### src/rtl/mux2_rr_arbiter_pkg.sv
// Shared types for the 2:1 round-robin channel arbiter.
// State codes are fixed so the spare code 2'b11 is a known value.
package mux2_rr_arbiter_pkg;

  typedef enum logic [1:0] {
    IDLE = 2'b00,
    G0   = 2'b01,
    G1   = 2'b10
  } arb_state_e;

  localparam logic LAST_RST = 1'b1;

  function automatic arb_state_e grant_state(input logic idx);
    return idx ? G1 : G0;
  endfunction

endpackage

### src/rtl/mux2_rr_arbiter_mux2to1_w.sv
// Width-parameterised 2:1 data mux.
// Purely combinational; select comes from the arbiter.
module mux2to1_w #(
  parameter int WIDTH = 8
) (
  input  logic [WIDTH-1:0] w0,
  input  logic [WIDTH-1:0] w1,
  input  logic             s,
  output logic [WIDTH-1:0] f
);

  assign f = s ? w1 : w0;

endmodule

### src/rtl/mux2_rr_arbiter.sv
// Round-robin owner of a shared 2:1 mux channel with a hold limit.
// Grants are Moore outputs of the registered state.
module mux2_rr_arbiter
  import mux2_rr_arbiter_pkg::*;
#(
  parameter int WIDTH    = 8,
  parameter int MAX_HOLD = 4
) (
  input  logic             clk,
  input  logic             rst,
  input  logic             req0,
  input  logic             req1,
  input  logic [WIDTH-1:0] d0,
  input  logic [WIDTH-1:0] d1,
  output logic             gnt0,
  output logic             gnt1,
  output logic             sel,
  output logic             valid,
  output logic [WIDTH-1:0] f
);

  localparam int CW = $clog2(MAX_HOLD + 1);
  localparam logic [CW-1:0] CMAX = CW'(MAX_HOLD);

  arb_state_e    state_q, state_d;
  logic [CW-1:0] cnt_q, cnt_d;
  logic          last_q, last_d;
  logic          sel_q, sel_d;
  logic          hold_max;

  assign hold_max = (cnt_q == CMAX);

  always_comb begin
    state_d = state_q;
    unique case (state_q)
      IDLE: begin
        if (req0 && req1)
          state_d = grant_state(~last_q);
        else if (req0)
          state_d = G0;
        else if (req1)
          state_d = G1;
      end
      G0: begin
        if (req0 && !(req1 && hold_max))
          state_d = G0;
        else if (req1)
          state_d = G1;
        else
          state_d = IDLE;
      end
      G1: begin
        if (req1 && !(req0 && hold_max))
          state_d = G1;
        else if (req0)
          state_d = G0;
        else
          state_d = IDLE;
      end
      default: state_d = IDLE;
    endcase
  end

  always_comb begin
    cnt_d  = cnt_q;
    last_d = last_q;
    sel_d  = sel_q;
    if (state_d == IDLE) begin
      cnt_d = '0;
    end else if (state_d != state_q) begin
      cnt_d  = CW'(1);
      last_d = (state_d == G1);
      sel_d  = (state_d == G1);
    end else if (!hold_max) begin
      cnt_d = cnt_q + CW'(1);
    end
  end

  always_ff @(posedge clk or posedge rst) begin
    if (rst) begin
      state_q <= IDLE;
      cnt_q   <= '0;
      last_q  <= LAST_RST;
      sel_q   <= 1'b0;
    end else begin
      state_q <= state_d;
      cnt_q   <= cnt_d;
      last_q  <= last_d;
      sel_q   <= sel_d;
    end
  end

  assign gnt0  = (state_q == G0);
  assign gnt1  = (state_q == G1);
  assign valid = gnt0 | gnt1;
  assign sel   = sel_q;

  mux2to1_w #(.WIDTH(WIDTH)) u_mux (
    .w0(d0),
    .w1(d1),
    .s (sel_q),
    .f (f)
  );

endmodule

### config.mk
export PLATFORM = sky130hd
export DESIGN_NAME = mux2_rr_arbiter
export DESIGN_NICKNAME = d
export VERILOG_FILES = /design/src/rtl/mux2_rr_arbiter_pkg.sv /design/src/rtl/mux2_rr_arbiter_mux2to1_w.sv /design/src/rtl/mux2_rr_arbiter.sv
export SDC_FILE = /design/constraint.sdc
export NUM_CORES = 1
export LEC_CHECK = 0
export CAP_MARGIN = 20
export CORE_MARGIN = 3
export CORE_UTILIZATION = 35
export CTS_CLUSTER_DIAMETER = 60
export DETAILED_ROUTE_END_ITERATION = 16
export DONT_BUFFER_PORTS = 1
export GPL_ROUTABILITY_DRIVEN = 0
export PLACE_DENSITY = 0.6
export SLEW_MARGIN = 20
export SYNTH_ARGS = -nofsm -noshare
export SYNTH_HDL_FRONTEND = slang
export SYNTH_HIERARCHICAL = 1
export SYNTH_SLANG_ARGS = --single-unit
### constraint.sdc
create_clock -name clk -period 2.15 [get_ports clk]
set_input_delay 0.645 -clock clk [delete_from_list [all_inputs] [get_ports clk]]
set_output_delay 0.645 -clock clk [all_outputs]
set_load 0.01 [all_outputs]
Fig. 1: power grid
(8 px per um) Pins as bars on the die edge.
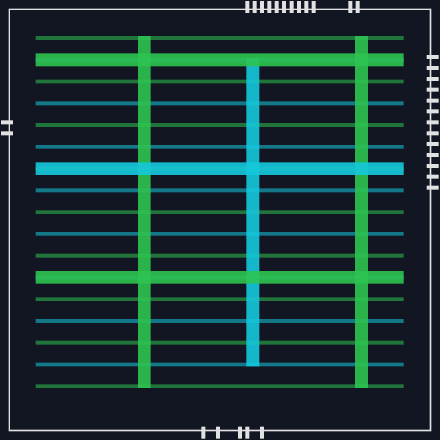
VSS -> green
VDD -> cyan
met4 straps = 3
met5 straps = 3

Fig. 2: cell classes on the final placement
(6 px per um) Fill, decap, tap and diode cells in gray.
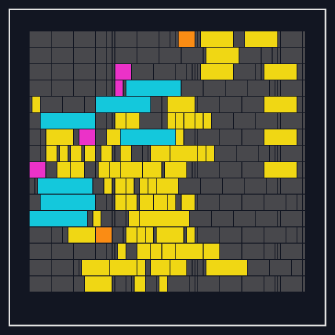
remaining buffers and delay cells -> orange  # cells 2, share of their area 1.9%
registers -> cyan  # cells 7, share of their area 23%
remaining logic cells -> yellow  # cells 73, share of their area 72%
clock drivers and dummy loads -> magenta  # cells 4, share of their area 3.4%

Fig. 3: clock wires, drivers and flops
(12 px per um)
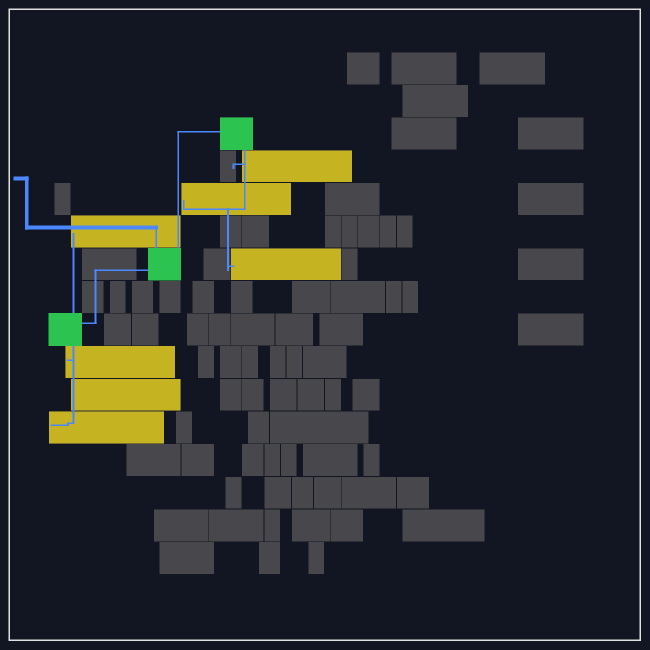
flip-flops -> yellow  # count 7
clock-net drivers -> green  # count 3
clock wires -> blue  # length 83.6 um
routed clock nets = 4

Fig. 4: metal layers overlaid
(8 px per um) Only two layers are drawn.
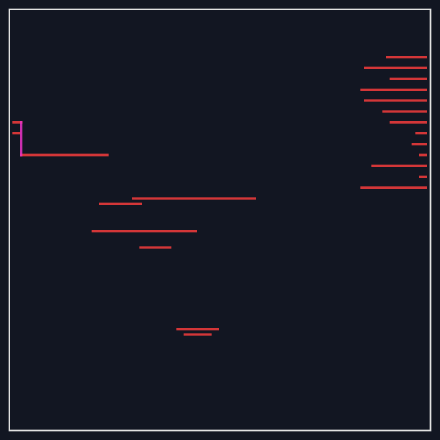
M4 -> magenta  # wire length 4.10 um
M3 -> red  # wire length 119 um

Fig. 5: cell outlines without signal wires
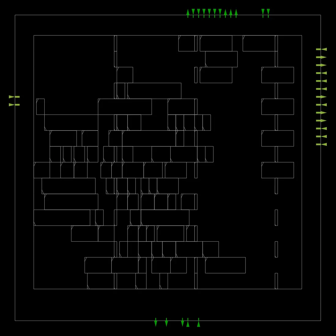
Tap Count: 27
non-filler instance count after layout: 113

==> qor.csv <==
stage;metric;value;unit
final_layout;nClkBuffers;4;
timing;fin_skew;0.00165;ns
synth;floorplan.nets;108;
worst_setup_path;cp-end-kind;flip-flop;
detailed_routing;drtAntennaViolNets;0;
placement;io_buffers;0;
clocking;cts_tree;yes;
worst_setup_path;cp_num_buf_inv;1;
die;rows;16;
synth;edf_count;0;
synth;synth.distinct_cells;29;
placement;place_ws;0.224;ns
clocking;cts_buffer_depth;2;
final_layout;n_antenna_cell;0;
synth;synthTopCellsByCount;inv_1 (9), mux2_4 (8), dfrtp_1 (6), ha_1 (6), nand3_1 (6);
placement;dp_hpwl;1300;um
synth;ff_type;dfrtp_1;
synth;ys_ff;7;
grt;antenna_found_initial;0;
synth;yosysWarnings;6;
timing;hold_ws;0.212;ns
die;die_y;52.5;um
clocking;cts_setup_buffers;0;
final_layout;clockNetworkAreaShare;3.24;%
timing;slew_headroom;63.9;%
detailed_routing;vias;626;
clocking;ctsHtreeMaxLevel;1;
clocking;cts_resized;0;
detailed_routing;firstDrtPassIters;4;
final_layout;final_layout_size_suffix_gt1_share;30.2;%
die;die_w;52.5;um
worst_setup_path;cp_slowest_stage_delay;0.49;ns
worst_setup_path;path_class;reg2reg;
detailed_routing;viasPerCell;5.54;
clocking;cts_sinks;7;
clocking;cts_inserted_buffers;3;
worst_setup_path;reg2reg_slack;0.21;ns
grt;gr-total-overflow;0;
detailed_routing;drcViolationCount;0;
synth;syn_avg_cell_area;9.22;um^2
final_layout;area.growth.synth_to_final;7.45;%
run_status;run_status;complete, no violations;
power;cellPowerDensity;1350;mW/mm^2
timing;tns;0;ns
worst_setup_path;r2r_end;sel;
detailed_routing;routed_wl;1540;um
synth;ys_cells;82;
final_layout;flop_area;176;um^2
clocking;root_buffer;clkbuf_4;
clocking;clock_latency;0.24;ns
die;fp_util;37.8;%
synth;ys_seq_share;23.3;%
timing;drv_slew;0;
synth;muxShareOfSynthArea;15.9;%
synth;synth.top_cell.area_share;19.9;%
power;leakage;0.387;nW
timing;fmax;0.516;GHz
power;ir_drop;0.000759;V
synth;synthXorXnorAreaFrac;2.32;%
timing;tightest_slew;0.542;ns
synth;top_cell;inv_1;
timing;final_hold_viol_count;0;
final_layout;fillers;210;
worst_setup_path;crit_arrival;2.07;ns
run;log.warning_count;30;
synth;ys_sh_aoi;22.2;%
run;maxCapViolCount;0;
detailed_routing;wl_per_cell;13.6;um
timing;period_needed;1.94;ns
synth;ys_sh_simple;18.4;%
final_layout;nMultiInputCombCells;62;
clocking;ctsHoldBuffers;0;
synth;fa_ha_area_share;9.93;%
synth;top_area_cell;dfrtp_1;
grt;grt_max_degree;12;
worst_setup_path;reg2reg_depth;7;
final_layout;sh_comb_area;63.9;%
grt;grt_pass1_vias;525;
final_layout;sh_seq_area;21.7;%
final_layout;signal_buffers;2;
die;core-area;0.00200;mm^2
worst_setup_path;worstPathRequired;2.28;ns
synth;synthTopLogicFamily;AND-OR/OR-AND gates;
synth;syn_area;756;um^2
final_layout;buffer_area_share;1.85;%
worst_setup_path;path_delay_family;AND-OR/OR-AND gates;
synth;synth-async-reset-ratio;100;%
final_layout;dominant_cells;multi-input combinational cells;
timing;rsz0062_at_grt;false;
worst_setup_path;crit_chain;ha_1 > and3_1 > a211oi_2 > o32a_4 > inv_2 > a21oi_1 > nor3_2;
timing;period_used_share;90.2;%
synth;yosys_area;756;um^2
worst_setup_path;cp_slowest_cell;dfrtp_1;
die;dieArea;0.00275;mm^2
synth;area_leaders;dfrtp_1 (20%), mux2_4 (16%), ha_1 (9.9%), inv_1 (4.5%), nand3_1 (4.0%);
worst_setup_path;crit_path_max_fanout;11;
die;ios;32;
synth;syn_inst;82;
final_layout;seq_cell_count;7;
final_layout;final_nets;113;
worst_hold_path;hp-class;in2async;
grt;track_usage;11.2;%
grt;grt_pass1_wl;2330;um
final_layout;n_all_inverters;11;
timing;setup_viol;0;
final_layout;combGateArea;519;um^2
worst_setup_path;start_kind;flip-flop;
clocking;clk_pin_slew;0.05;ns
detailed_routing;drt_iter0_markers;25;
timing;postLayoutSetupSlackWorst;0.211;ns
worst_setup_path;r2r-start;state_q[0];
==> worst max path at each step <==
stage / startpoint / to / slack (ns) / cells after the start
after global placement: state_q[0] / cnt_q[0] / 0.21 / 8
after detailed placement: state_q[0] / sel / 0.22 / 7
final: state_q[0] / sel / 0.21 / 7
after floorplan: state_q[1] / sel / 0.32 / 8
after global routing: state_q[0] / cnt_q[1] / 0.01 / 8
after CTS: sel / f[0] / 0.19 / 1
==> power by group <==
group	switching, mW	internal, mW	total [mW]
combinational	0.390	0.318	0.708
sequential	0.0892	0.188	0.277
clock	0.0420	0.0704	0.112
total	0.521	0.577	1.10
==> per-stage QoR <==
step           utilization (%)  instances  area, um^2  power, mW
6_report                  40.6        113         812       1.10
5_1_grt                   40.6        113         812       1.20
4_1_cts                   40.6        113         812       1.11
3_5_place_dp              39.3        109         786      0.987
3_3_place_gp              39.3        109         786      0.982
2_1_floorplan                -         82         756      0.868
==> kinds of logic (layout without fill, tap and decap cells) <==
family | after synthesis | in the layout
mux | 8 | 8
flops | 7 | 7
simple gates | 26 | 26
buf+inv | 13 | 17
fa+ha+maj | 6 | 6
xor+xnor | 2 | 2
compound gates | 20 | 20
==> cells in the final DEF (no fill, tap or decap), drive strengths merged, types with 2 or more instances in the layout <==
master / count
a211oi: 2
a21oi: 6
and3: 4
buf: 2
clkbuf: 4
dfrtp: 6
ha: 6
inv: 11
mux2: 8
nand2: 6
nand3: 6
nor2: 5
nor3: 3
o211a: 2
o21ai: 3
o22ai: 4
xnor2: 2
==> metal layers <==
layer  part of all wire (%)  track usage (%)  up-vias
li1                       -                -      301
met1                     41             13.2      296
met2                     51             19.2       27
met3                    7.7             2.56        2
met4                   0.26             5.11        0
met5                      0                0        -
==> registers in the layout (all words and copies together) (netlist names) <==
signal	count
last_q	1
cnt_q	3
state_q	2
sel	1
No activity file was given, so power comes from the tool's default toggle rates.
